===== config.mk =====
export PLATFORM = sky130hd
export DESIGN_NAME = prod_bcd_conv
export DESIGN_NICKNAME = d
export VERILOG_FILES = /design/src/rtl/prod_bcd_pkg.sv /design/src/rtl/bcd_digit_adj.sv /design/src/rtl/prod_bcd_conv.sv
export SDC_FILE = /design/constraint.sdc
export NUM_CORES = 1
export LEC_CHECK = 0
export ABC_AREA = 1
export CAP_MARGIN = 40
export CORE_UTILIZATION = 59
export DETAILED_ROUTE_END_ITERATION = 8
export PLACE_DENSITY = 0.84
export SKIP_LAST_GASP = 1
export SYNTH_ARGS = -nofsm -noshare
export SYNTH_HDL_FRONTEND = slang
export SYNTH_SLANG_ARGS = --single-unit

===== constraint.sdc =====
create_clock -name clk -period 4.95 [get_ports clk]
set_input_delay 0.99 -clock clk [delete_from_list [all_inputs] [get_ports clk]]
set_output_delay 0.99 -clock clk [all_outputs]
set_load 0.01 [all_outputs]

===== src/rtl/prod_bcd_pkg.sv =====
// Shared types and constants for the product-to-BCD converter.
package prod_bcd_pkg;

   localparam int unsigned WIDTH_DEF  = 6;
   localparam int unsigned PROD_W_DEF = 2 * WIDTH_DEF;
   localparam int unsigned DIGITS_DEF = 4;

   localparam logic [3:0] BCD_BLANK = 4'hF;

   typedef enum logic [1:0] {
      StIdle,
      StConv,
      StDone
   } state_e;

   function automatic int unsigned clog2(input int unsigned v);
      int unsigned r;
      r = 0;
      while ((64'd1 << r) < 64'(v)) r++;
      return r;
   endfunction

endpackage


===== src/rtl/bcd_digit_adj.sv =====
// Double-dabble digit correction: add 3 to a BCD digit of 5 or more before the shift.
module bcd_digit_adj (
   input  logic [3:0] digit_i,
   output logic [3:0] digit_o
);

   assign digit_o = (digit_i >= 4'd5) ? digit_i + 4'd3 : digit_i;

endmodule


===== src/rtl/prod_bcd_conv.sv =====
// Two's-complement product to sign + packed BCD, one bit per clock (double dabble).
// Define PROD_BCD_LEADING_BLANK_EN to replace leading zero digits with the blank code.
module prod_bcd_conv
   import prod_bcd_pkg::*;
#(
   parameter int unsigned WIDTH  = WIDTH_DEF,
   parameter int unsigned PROD_W = 2 * WIDTH,
   parameter int unsigned DIGITS = DIGITS_DEF
) (
   input  logic                  clk,
   input  logic                  rst,
   input  logic [PROD_W-1:0]     in_data,
   input  logic                  in_valid,
   output logic                  in_ready,
   output logic                  out_sign,
   output logic [4*DIGITS-1:0]   out_bcd,
   output logic                  out_valid,
   input  logic                  out_ready
);

   localparam int unsigned CntW = clog2(PROD_W);
   localparam int unsigned BcdW = 4 * DIGITS;

   state_e            state_q, state_d;
   logic [PROD_W-1:0] mag_q, mag_d;
   logic [BcdW-1:0]   bcd_q, bcd_d;
   logic [CntW-1:0]   cnt_q, cnt_d;
   logic              sign_q, sign_d;
   logic              res_sign_q, res_sign_d;
   logic [BcdW-1:0]   res_bcd_q, res_bcd_d;
   logic [BcdW-1:0]   bcd_adj;
   logic              accept;

   for (genvar i = 0; i < DIGITS; i++) begin : g_adj
      bcd_digit_adj u_adj (
         .digit_i (bcd_q[4*i +: 4]),
         .digit_o (bcd_adj[4*i +: 4])
      );
   end

   assign in_ready = !rst && ((state_q == StIdle) || ((state_q == StDone) && out_ready));
   assign accept   = in_valid && in_ready;

   always_comb begin
      state_d    = state_q;
      mag_d      = mag_q;
      bcd_d      = bcd_q;
      cnt_d      = cnt_q;
      sign_d     = sign_q;
      res_sign_d = res_sign_q;
      res_bcd_d  = res_bcd_q;
      unique case (state_q)
         StIdle: ;
         StConv: begin
            bcd_d = {bcd_adj[BcdW-2:0], mag_q[PROD_W-1]};
            mag_d = {mag_q[PROD_W-2:0], 1'b0};
            cnt_d = cnt_q + CntW'(1);
            // Results become visible only once the last bit has been shifted in.
            if (cnt_q == CntW'(PROD_W - 1)) begin
               state_d    = StDone;
               res_sign_d = sign_q;
               res_bcd_d  = bcd_d;
            end
         end
         StDone: if (out_ready) state_d = StIdle;
         default: state_d = StIdle;
      endcase
      if (accept) begin
         sign_d  = in_data[PROD_W-1];
         // Most-negative input wraps to 2^(PROD_W-1), which is the correct unsigned magnitude.
         mag_d   = in_data[PROD_W-1] ? (~in_data + {{(PROD_W-1){1'b0}}, 1'b1}) : in_data;
         bcd_d   = '0;
         cnt_d   = '0;
         state_d = StConv;
      end
   end

   always_ff @(posedge clk or posedge rst) begin
      if (rst) begin
         state_q    <= StIdle;
         mag_q      <= '0;
         bcd_q      <= '0;
         cnt_q      <= '0;
         sign_q     <= 1'b0;
         res_sign_q <= 1'b0;
         res_bcd_q  <= '0;
      end else begin
         state_q    <= state_d;
         mag_q      <= mag_d;
         bcd_q      <= bcd_d;
         cnt_q      <= cnt_d;
         sign_q     <= sign_d;
         res_sign_q <= res_sign_d;
         res_bcd_q  <= res_bcd_d;
      end
   end

   assign out_valid = (state_q == StDone);
   assign out_sign  = res_sign_q;

`ifdef PROD_BCD_LEADING_BLANK_EN
   always_comb begin
      logic lead;
      out_bcd = res_bcd_q;
      lead    = 1'b1;
      for (int i = int'(DIGITS) - 1; i >= 1; i--) begin
         if (lead && (res_bcd_q[4*i +: 4] == 4'd0)) out_bcd[4*i +: 4] = BCD_BLANK;
         else lead = 1'b0;
      end
   end
`else
   assign out_bcd = res_bcd_q;
`endif

endmodule


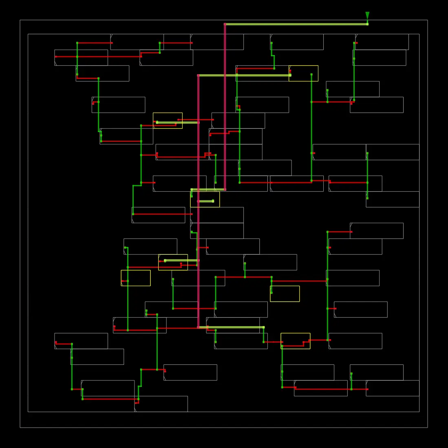
**Above:** run 1 (the clock network).
clock network power consumption: 257 uW
final sequential cell count: 52
total clock buffers created by CTS: 5
skew final: 0.004244 ns
Insertion Delay late pin: 0.30 ns

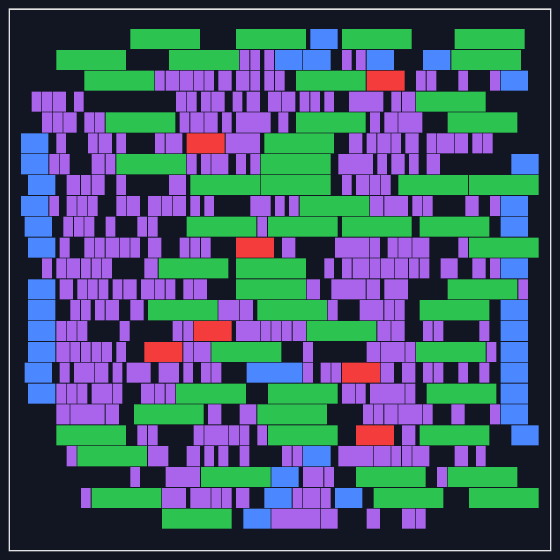
**Above:** run 1 (placement by cell class).
Key: clock drivers and dummy loads = red [cells 7, share of their area 3.1%]; all other logic = purple [cells 293, share of their area 44%]; flip-flops = green [cells 52, share of their area 41%]; other buffers and delay cells = blue [cells 35, share of their area 11%]

==> tab_implementation.tex, run 1 <==
% Auto-generated results table
\begin{tabular}{lr}
\hline
Metric & Value \\
\hline
\multicolumn{2}{l}{\textbf{Synth}} \\
\quad Yosys reg bits & $\sim$52 \\
\quad Synth async-reset ratio & 100.0\% \\
\quad Yosys cell count & roughly 360 \\
\quad Number of nets produced by synthesis & approximately 380 \\
\quad Yosys top cell by area & dfrtp\_1 \\
\quad Post-synthesis instance area & 2763 um2 \\
\quad Yosys stat area & roughly 2800 um2 \\
\quad Cell types occupying the most area after synthesis & dfrtp\_1 (47\%), nand2\_1 (15\%), inv\_1 (6.8\%) \\
\quad Syn avg cell area & 7.782 um2 \\
\quad Post-synthesis cell count & $\sim$360 \\
\quad Ranking of synthesized cells by instance count & nand2\_1 (108), dfrtp\_1 (52), inv\_1 (50) \\
\quad Area share of the leading cell type in the synthesized netlist & 47.10\% \\
\quad Top FF cell, synth & dfrtp\_1 \\
\quad Distinct cells, synth & 25 \\
\quad Part of the Yosys area used for sequential elements & between 40\% and 50\% \\
\quad Number of enable-type register cells in the synthesized netlist & 0 \\
\quad Yosys warning tally & 0 \\
\quad Top cell type by instance count after synthesis & nand2\_1 \\
\multicolumn{2}{l}{\textbf{Worst setup path}} \\
\quad Largest fanout on the critical path & 2 \\
\quad Required time of the worst setup path & $\sim$4.0 ns \\
\quad Endpoint of the most critical register-to-register path & out\_bcd[2]\$\_DFFE\_PP0P\_ \\
\quad R2r startpoint & state\_q[1]\$\_DFFE\_PP0P\_ \\
\quad Depth of the most critical reg-to-reg path & 6 \\
\quad Arrival time reported for the critical path endpoint & 2.27 ns \\
\quad Type of destination of the critical path & output port \\
\quad Reg-to-reg slack, setup & $\sim$3.1 ns \\
\quad Type of the worst setup path & in2out \\
\quad Startpoint type of the worst setup path & primary input \\
\multicolumn{2}{l}{\textbf{Routing}} \\
\quad Met2 wire len & 2.618 mm \\
\quad Drt pass-1 iters & 4 \\
\quad Top Metal Used & met4 \\
\quad DRC violation total after the first TritonRoute iteration & 186 \\
\quad Total met3 wirelength after detailed routing & 160 um \\
\quad Average wire length per cell after detail routing & between 10 and 15 um \\
\quad DRT Wirelength & roughly 5.3 mm \\
\quad Number of vias per cell after detailed routing & 5.189 \\
\quad Via count & roughly 2300 \\
\quad Met1 wire length & 2.420 mm \\
\quad Drt drc & 0 \\
\quad Number of nets still failing antenna checks after routing & 0 \\
\multicolumn{2}{l}{\textbf{Clocking}} \\
\quad Number of gates resized after CTS & 0 \\
\quad Max Buffers Root-to-Sink & 2 \\
\quad CTS root buf & clkbuf\_8 \\
\quad TritonCTS clock tree & built \\
\quad CTS Hold Buffers Added & 0 \\
\quad TritonCTS Sinks & between 50 and 60 \\
\quad Setup Fix Bufs, Post-CTS & 0 \\
\quad Clock H-tree levels & 2 \\
\quad Clock Pin Slew Worst Setup and Hold Paths & roughly 0.08 ns \\
\multicolumn{2}{l}{\textbf{Place}} \\
\quad Number of instances in the placed design & 432 \\
\quad Gpl congestion & 0.8252 \\
\quad Placement-stage worst setup slack & $\sim$1.7 ns \\
\quad Post-DP HPWL & 3.780 mm \\
\quad Count of buffers from port buffering & 34 \\
\quad Placement Cell Area & about 3100 um2 \\
\multicolumn{2}{l}{\textbf{Final timing}} \\
\quad Slew at the pin with the worst max-slew slack & roughly 0.48 ns \\
\quad Total of endpoints with negative setup slack in the final report & 0 \\
\quad Worst Hold Slack & 0.4788 ns \\
\quad Unrepaired setup endpoints after global routing & false \\
\quad F\_max & $\sim$300 MHz \\
\quad Number of slew-limit violations in the final report & 0 \\
\quad Final sum of negative setup slack & 0 ns \\
\quad Max\_slew headroom & around two thirds \\
\quad Number of endpoints with negative hold slack in the final report & 0 \\
\quad Final period demand of the worst path & roughly 3.3 ns \\
\quad Setup ws final & approximately 1.7 ns \\
\quad Post-layout period usage of the worst path & about 66\% \\
\multicolumn{2}{l}{\textbf{Pwr}} \\
\quad Overall power of the completed layout & 1.885 mW \\
\quad Static Leak & approximately 1.7 nW \\
\quad Max rail drop VDD & approximately 0.0002 V \\
\quad Areal power density over the cells & approximately 600 nW/um2 \\
\multicolumn{2}{l}{\textbf{Die}} \\
\quad Core area & roughly 4400 um2 \\
\quad Die Y-Extent & roughly 70 um \\
\quad Placement row count & 24 \\
\quad Total I/O pin count & 35 \\
\quad Chip footprint & $\sim$5000 um2 \\
\quad Overall die width & about 70 um \\
\quad Initial Utilization & 62.59\% \\
\multicolumn{2}{l}{\textbf{Global routing}} \\
\quad Global-route wire length before repair & between 9 and 10 mm \\
\quad Number of global-route vias before repair & around 2100 \\
\quad Overall Global Routing Usage & between 20\% and 30\% \\
\quad Pin count of the biggest net entering global routing & 36 \\
\quad Final global-route overflow total & 0 \\
\quad Antenna violations before repair & 0 \\
\multicolumn{2}{l}{\textbf{Final layout}} \\
\quad Filler cell count in the final layout & approximately 370 \\
\quad Layout area overhead & 16.67\% \\
\quad Ratio of cells with drive above 1 in the final layout & $\sim$4.9\% \\
\quad Utilization after layout & roughly 73\% \\
\quad Antenna diode instance count & 0 \\
\quad Post-route standard cell area excluding fillers & 3223 um2 \\
\quad Final layout net count & 413 \\
\quad Final standard cell count with taps included and fillers excluded & 439 \\
\multicolumn{2}{l}{\textbf{Outcome}} \\
\quad Outcome & finished clean \\
\multicolumn{2}{l}{\textbf{Run}} \\
\quad Max-cap violations & 0 \\
\quad Total tool warning count & 30 \\
\multicolumn{2}{l}{\textbf{Min path}} \\
\quad Min-Delay Path Depth & 2 \\
\quad Hold Path Origin & out\_bcd[15]\$\_DFFE\_PP0P\_ \\
\quad Min-delay worst type & reg2reg \\
\quad Worst Hold Path EP & out\_bcd[15]\$\_DFFE\_PP0P\_ \\
\hline
\end{tabular}
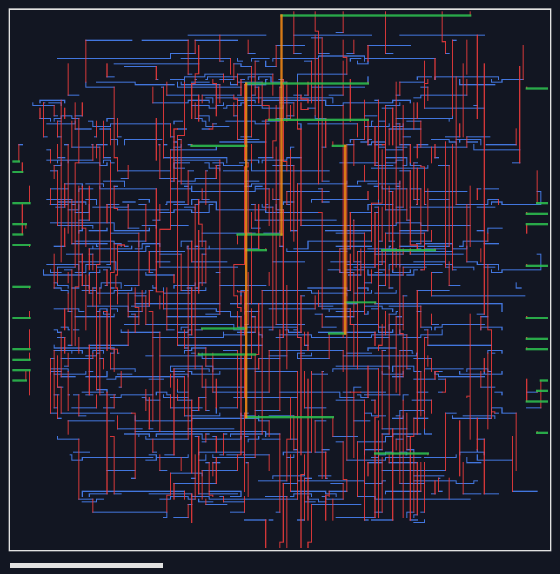
**Above:** run 1 (signal wires by layer).
Scale bar: 20 um.
Key: met1 = blue [wire length 2420 um]; met3 = green [wire length 161 um]; met4 = orange [wire length 96.6 um]; met2 = red [wire length 2620 um]

## run 1: cell type report
| type | count | area [um2] | share of cell area (%) |
|---|---|---|---|
| Clock buffer | 7 | 96.34 | 2.989 |
| Inverter | 54 | 202.7 | 6.289 |
| Multi-Input combinational cell | 239 | 1197 | 37.15 |
| Sequential cell | 52 | 1301 | 40.37 |
| Tap cell | 52 | 65.06 | 2.019 |
| Timing Repair Buffer | 35 | 360.3 | 11.18 |
## run 1: per-layer routing
layer	up-vias	track usage, %
met3	10	4.329
li1	1187	-
met1	1039	30.43
met5	-	0
met2	42	41.38
met4	0	7.778
## run 1: critical path, cell delays in order
cell	delay, ns
clkdlybuf4s50_1	0.44
nor2_2	0.16
o21a_1	0.14
clkdlybuf4s50_1	0.53
## run 1: layout by cell type (no fill, tap or decap)
cell / count
a21oi_1: 1
dfrtp_1: 52
nand3_1: 37
ha_1: 10
inv_2: 5
nor2_2: 2
o21ai_0: 25
xor2_1: 9
clkdlybuf4s50_1: 34
nand2_1: 108
inv_1: 49
nor2_1: 20
a22oi_1: 2
o22ai_1: 9
nor3_1: 1
clkbuf_8: 7
nand2_2: 2
nand3_4: 1
a21oi_2: 1
o21ai_1: 5
nor3b_1: 1
o21a_1: 1
o211ai_1: 2
o21bai_1: 2
buf_12: 1
## run 1: cell families (layout without fill, tap and decap cells)
logic type	after synthesis	count (layout)	synth area share (%)
AND/OR/NAND/NOR	172	172	26.09
flip-flops	52	52	47.10
buffers and inverters	64	96	9.556
XOR/XNOR	9	9	2.853
AND-OR/OR-AND	48	48	9.872
adder cells (fa/ha/maj)	10	10	4.529
## run 1: state kept, by name, indices dropped and copies added (netlist names)
register	cells
out_bcd	16
state_q	2
out_sign	1
sign_q	1
bcd_q	16
mag_q	12
cnt_q	4
## run 1: where the power goes
group	internal [mW]	total, mW	leakage, nW	switching (mW)
Combinational	0.366	0.898	0.944	0.532
Clock	0.125	0.257	0.0503	0.132
Sequential	0.616	0.731	0.659	0.115
## run 1: worst max path at each step
stage / start / endpoint / cells past startpoint
final: rst / in_ready / 4
after detailed placement: rst / in_ready / 4
after global routing: rst / in_ready / 4
after global placement: rst / in_ready / 4
after CTS: rst / in_ready / 4
after floorplan: rst / in_ready / 2
**Run 1: routed clock nets over the placement**

Scale bar: 20 um.
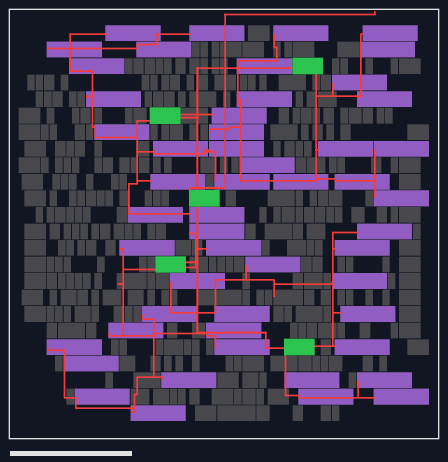

==> inputs of run 2 (changes only) <==
--- a/config.mk
+++ b/config.mk
@@ -7,9 +7,9 @@
 export LEC_CHECK = 0
 export ABC_AREA = 1
 export CAP_MARGIN = 40
-export CORE_UTILIZATION = 59
+export CORE_UTILIZATION = 50
 export DETAILED_ROUTE_END_ITERATION = 8
-export PLACE_DENSITY = 0.84
+export PLACE_DENSITY = 0.76
 export SKIP_LAST_GASP = 1
 export SYNTH_ARGS = -nofsm -noshare
 export SYNTH_HDL_FRONTEND = slang
==> constraint.sdc (replaced) <==
create_clock -name clk -period 2.8 [get_ports clk]
set_input_delay 0.56 -clock clk [delete_from_list [all_inputs] [get_ports clk]]
set_output_delay 0.56 -clock clk [all_outputs]
set_load 0.01 [all_outputs]
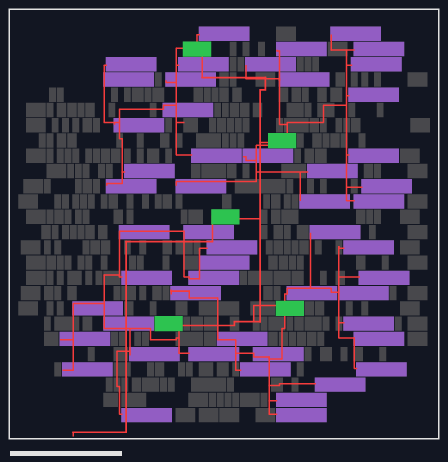
**Above:** run 2 (routed clock nets over the placement).
Scale bar: 20 um.
Key: flip-flops = purple [count 52]; clock wires = red [length 601 um]; cells driving clock nets = green [count 5]
There are 6 routed clock nets.

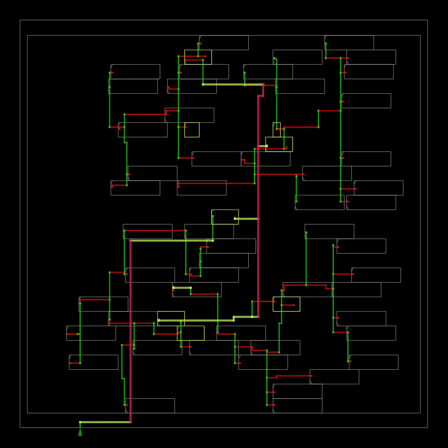
**Above:** run 2 (the clock network).
TritonCTS Sinks: 52
clock network power consumption: 444 uW
Insertion Delay late pin: 0.31 ns

==> tab_implementation.tex, run 2 <==
% Auto-generated results table
\begin{tabular}{lr}
\hline
Metric & Value \\
\hline
\multicolumn{2}{l}{\textbf{Final timing}} \\
\quad Number of endpoints with negative hold slack in the final report & 0 (unchanged) \\
\quad Setup ws final & 0.3943 ns (-1.297 ns) \\
\quad Number of slew-limit violations in the final report & 0 (unchanged) \\
\quad Total of endpoints with negative setup slack in the final report & 0 (unchanged) \\
\quad Slew at the pin with the worst max-slew slack & 0.4152 ns (-0.06291 ns) \\
\quad Final sum of negative setup slack & 0 ns (unchanged) \\
\quad Worst Hold Slack & 0.4861 ns (+0.007322 ns) \\
\quad Unrepaired setup endpoints after global routing & false \\
\quad Final period demand of the worst path & about 2.4 ns \\
\quad Post-layout period usage of the worst path & between 80 and 90\% \\
\quad Skew final & 0.01241 ns (+0.008163 ns) \\
\quad F\_max & 415.7 MHz \\
\multicolumn{2}{l}{\textbf{Synth}} \\
\quad Post-synthesis instance area & 2763 um2 (unchanged) \\
\quad Post-synthesis cell count & 355 (unchanged) \\
\quad Yosys cell count & 355 (unchanged) \\
\quad Syn avg cell area & 7.782 um2 (unchanged) \\
\quad Yosys reg bits & 52 (unchanged) \\
\quad Part of the Yosys area used for sequential elements & 47.10\% (unchanged) \\
\quad Yosys warning tally & 0 (unchanged) \\
\quad Cell types occupying the most area after synthesis & dfrtp\_1 (47\%), nand2\_1 (15\%), inv\_1 (6.8\%) \\
\quad Area share of the leading cell type in the synthesized netlist & 47.10\% (unchanged) \\
\quad Yosys top cell by area & dfrtp\_1 \\
\quad Ranking of synthesized cells by instance count & nand2\_1 (108), dfrtp\_1 (52), inv\_1 (50) \\
\quad Number of enable-type register cells in the synthesized netlist & 0 (unchanged) \\
\quad Synth async-reset ratio & 100.0\% (unchanged) \\
\quad Top FF cell, synth & dfrtp\_1 \\
\multicolumn{2}{l}{\textbf{Run}} \\
\quad Max-cap violations & 0 (unchanged) \\
\quad Total tool warning count & 30 (unchanged) \\
\multicolumn{2}{l}{\textbf{Routing}} \\
\quad Average wire length per cell after detail routing & 11.38 um (-5.7\%) \\
\quad Via count & 2304 (+1.1\%) \\
\quad Met1 wire length & 2.467 mm (+1.9\%) \\
\quad Number of vias per cell after detailed routing & 5.020 (-3.3\%) \\
\quad Total met3 wirelength after detailed routing & 136 um (-15\%) \\
\quad Met2 wire len & 2.538 mm (-3.1\%) \\
\quad Drt drc & 0 (unchanged) \\
\quad Top Metal Used & met4 \\
\quad DRC violation total after the first TritonRoute iteration & 116 (-38\%) \\
\quad Number of nets still failing antenna checks after routing & 0 (unchanged) \\
\quad DRT Wirelength & 5.224 mm (-1.4\%) \\
\quad Drt pass-1 iters & 4 (unchanged) \\
\multicolumn{2}{l}{\textbf{Die}} \\
\quad Overall die width & 76.33 um (+8.4\%) \\
\quad Core area & 5205 um2 (+18\%) \\
\quad Placement row count & 26 (+8.3\%) \\
\quad Die Y-Extent & 76.33 um (+8.4\%) \\
\quad Chip footprint & 5826 um2 (+17\%) \\
\quad Initial Utilization & 53.08\% (-9.5 points) \\
\multicolumn{2}{l}{\textbf{Pwr}} \\
\quad Max rail drop VDD & 0.0003959 V (+95\%) \\
\quad Static Leak & 1.653 nW (about the same) \\
\quad Gate power share & 47.8\% (+0.2 points) \\
\quad Cell-internal power & 1.944 mW (+76\%) \\
\quad Net switching fraction of the power & 41.33\% (about the same) \\
\quad Areal power density over the cells & 1019 nW/um2 (+74\%) \\
\quad Share of total power in sequential cells & 38.8\% (about the same) \\
\quad Clock power share & 13.4\% (-0.2 points) \\
\quad Power spent charging and discharging nets & 1.370 mW (+76\%) \\
\multicolumn{2}{l}{\textbf{Worst setup path}} \\
\quad Biggest cell delay along the critical path & 0.53 ns (about the same) \\
\quad Largest fanout on the critical path & 2 (unchanged) \\
\quad Required time of the worst setup path & 2.24 ns (-1.72 ns) \\
\quad Arrival time reported for the critical path endpoint & 1.85 ns (-0.42 ns) \\
\quad Startpoint type of the worst setup path & primary input \\
\quad Crit path buffers/inverters & 2 (unchanged) \\
\quad Family with the most delay on the worst path & buffers and inverters \\
\quad CP Cell Sequence & clkdlybuf4s50\_1 > nor2\_2 > o21a\_1 > clkdlybuf4s50\_1 \\
\quad Type of destination of the critical path & output port \\
\quad Type of the worst setup path & in2out \\
\multicolumn{2}{l}{\textbf{Clocking}} \\
\quad CTS Hold Buffers Added & 0 (unchanged) \\
\quad CTS root buf & clkbuf\_8 \\
\quad Clock H-tree levels & 2 (unchanged) \\
\quad TritonCTS clock tree & built \\
\quad Max Buffers Root-to-Sink & 2 (unchanged) \\
\quad Setup Fix Bufs, Post-CTS & 0 (unchanged) \\
\quad Number of gates resized after CTS & 0 (unchanged) \\
\multicolumn{2}{l}{\textbf{Final layout}} \\
\quad Antenna diode instance count & 0 (unchanged) \\
\quad Post-route standard cell area excluding fillers & 3251 um2 (+0.85\%) \\
\quad Most frequently placed logic cell in the final layout & nand2\_1 \\
\quad Filler cell count in the final layout & 477 (+31\%) \\
\quad Utilization after layout & 62.45\% (-11 points) \\
\quad Final layout net count & 414 (+0.24\%) \\
\quad Commonest cells after routing, fill and taps aside & nand2\_1 (108), dfrtp\_1 (52), inv\_1 (49), nand3\_1 (37), clkdlybuf4s50\_1 (34) \\
\quad Layout area overhead & 17.66\% \\
\multicolumn{2}{l}{\textbf{Place}} \\
\quad Placement Cell Area & 3157 um2 (+0.96\%) \\
\quad Placement-stage worst setup slack & 0.3811 ns (-1.319 ns) \\
\quad Count of buffers from port buffering & 34 (unchanged) \\
\multicolumn{2}{l}{\textbf{Min path}} \\
\quad Min-delay worst type & reg2reg \\
\multicolumn{2}{l}{\textbf{Global routing}} \\
\quad Pin count of the biggest net entering global routing & 48 (+33\%) \\
\quad Final global-route overflow total & 0 (unchanged) \\
\quad Antenna violations before repair & 0 (unchanged) \\
\quad Number of global-route vias before repair & 2289 (+6.8\%) \\
\multicolumn{2}{l}{\textbf{Outcome}} \\
\quad Outcome & finished clean \\
\hline
\end{tabular}
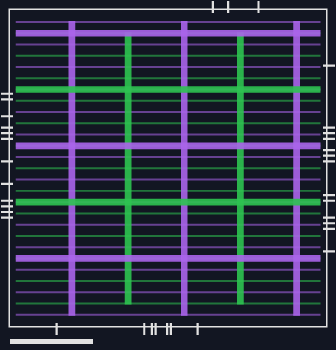
**Above:** run 2 (supply network).
Scale bar: 20 um. Pins as bars on the die edge.
Key: VSS = purple; VDD = green
27 met1 rails follow the rows. 5 straps on met5. 35 signal pins sit on the boundary.

## run 2: cell count changes in the layout (fill, tap and decap cells not counted)
cell	previous run	this run
clkinvlp_4	0	1
clkbuf_8	7	6
clkbuf_1	0	1
buf_4	0	1
## run 2: layout make-up
type,instances,area [um2],area share [%]
sequential,52,1301,40.03
multi-input combinational,239,1197,36.84
timing repair buffer,36,367.9,11.32
inverter,54,202.7,6.236
tap,70,87.58,2.694
clock buffer,7,86.33,2.656
clock inverter,1,7.507,0.2309
## run 2: power by group through the flow
stage                     clock network (mW)  logic (mW)  registers, mW
final                                  0.444        1.58           1.29
after global routing                   0.481        1.84           1.34
after detailed placement                   0        1.59           1.30
after floorplan                            0        1.09           1.31
after global placement                     0        1.53           1.29
after CTS                              0.452        1.59           1.29
## run 2: worst register-to-register path, delay by kind of cell, from the launching register on
kind                   cells  cell delay [ns]
AOI/OAI and AO/OA          1             0.18
and+or+nand+nor            2             0.66
DFF                        1             0.40
buffers and inverters      3             0.33
## run 2: through the flow
step                power (mW)  instances
CTS                      3.333        459
finish                   3.314        459
global route             3.653        459
detailed placement       2.887        451
floorplan                2.400        355
global placement         2.815        451
## run 2: logic make-up (layout without fill, tap and decap cells)
group,count (synthesis),after routing,synth area share [%]
and+or+nand+nor,172,172,26.09
adders and majority gates,10,10,4.529
AOI/OAI and AO/OA,48,48,9.872
xor gates and xnor gates,9,9,2.853
DFF,52,52,47.10
buffers and inverters,64,98,9.556
## run 2: metal layers
layer | vias up | global-route usage (%)
met5 | - | 0
met4 | 0 | 7.308
met3 | 8 | 3.713
met2 | 46 | 36.58
met1 | 1060 | 25.39
li1 | 1190 | -
## run 2: path summary, 6_finish.rpt
path / startpoint / to / slack [ns] / depth (start not counted)
worst min register to register: out_bcd[9]$_DFFE_PP0P_ / out_bcd[9]$_DFFE_PP0P_ / 0.49 / 2
max in group asynchronous: rst / out_bcd[13]$_DFFE_PP0P_ / 1.81 / 3
worst min-delay path: out_bcd[9]$_DFFE_PP0P_ / out_bcd[9]$_DFFE_PP0P_ / 0.49 / 2
min in group asynchronous: rst / cnt_q[0]$_DFFE_PP0P_ / 0.51 / 2
worst max-delay path: rst / in_ready / 0.39 / 4
worst max register to register: state_q[1]$_DFFE_PP0P_ / cnt_q[1]$_DFFE_PP0P_ / 1.12 / 6
Power figures rest on the tool's default switching activity, not on a simulated workload.
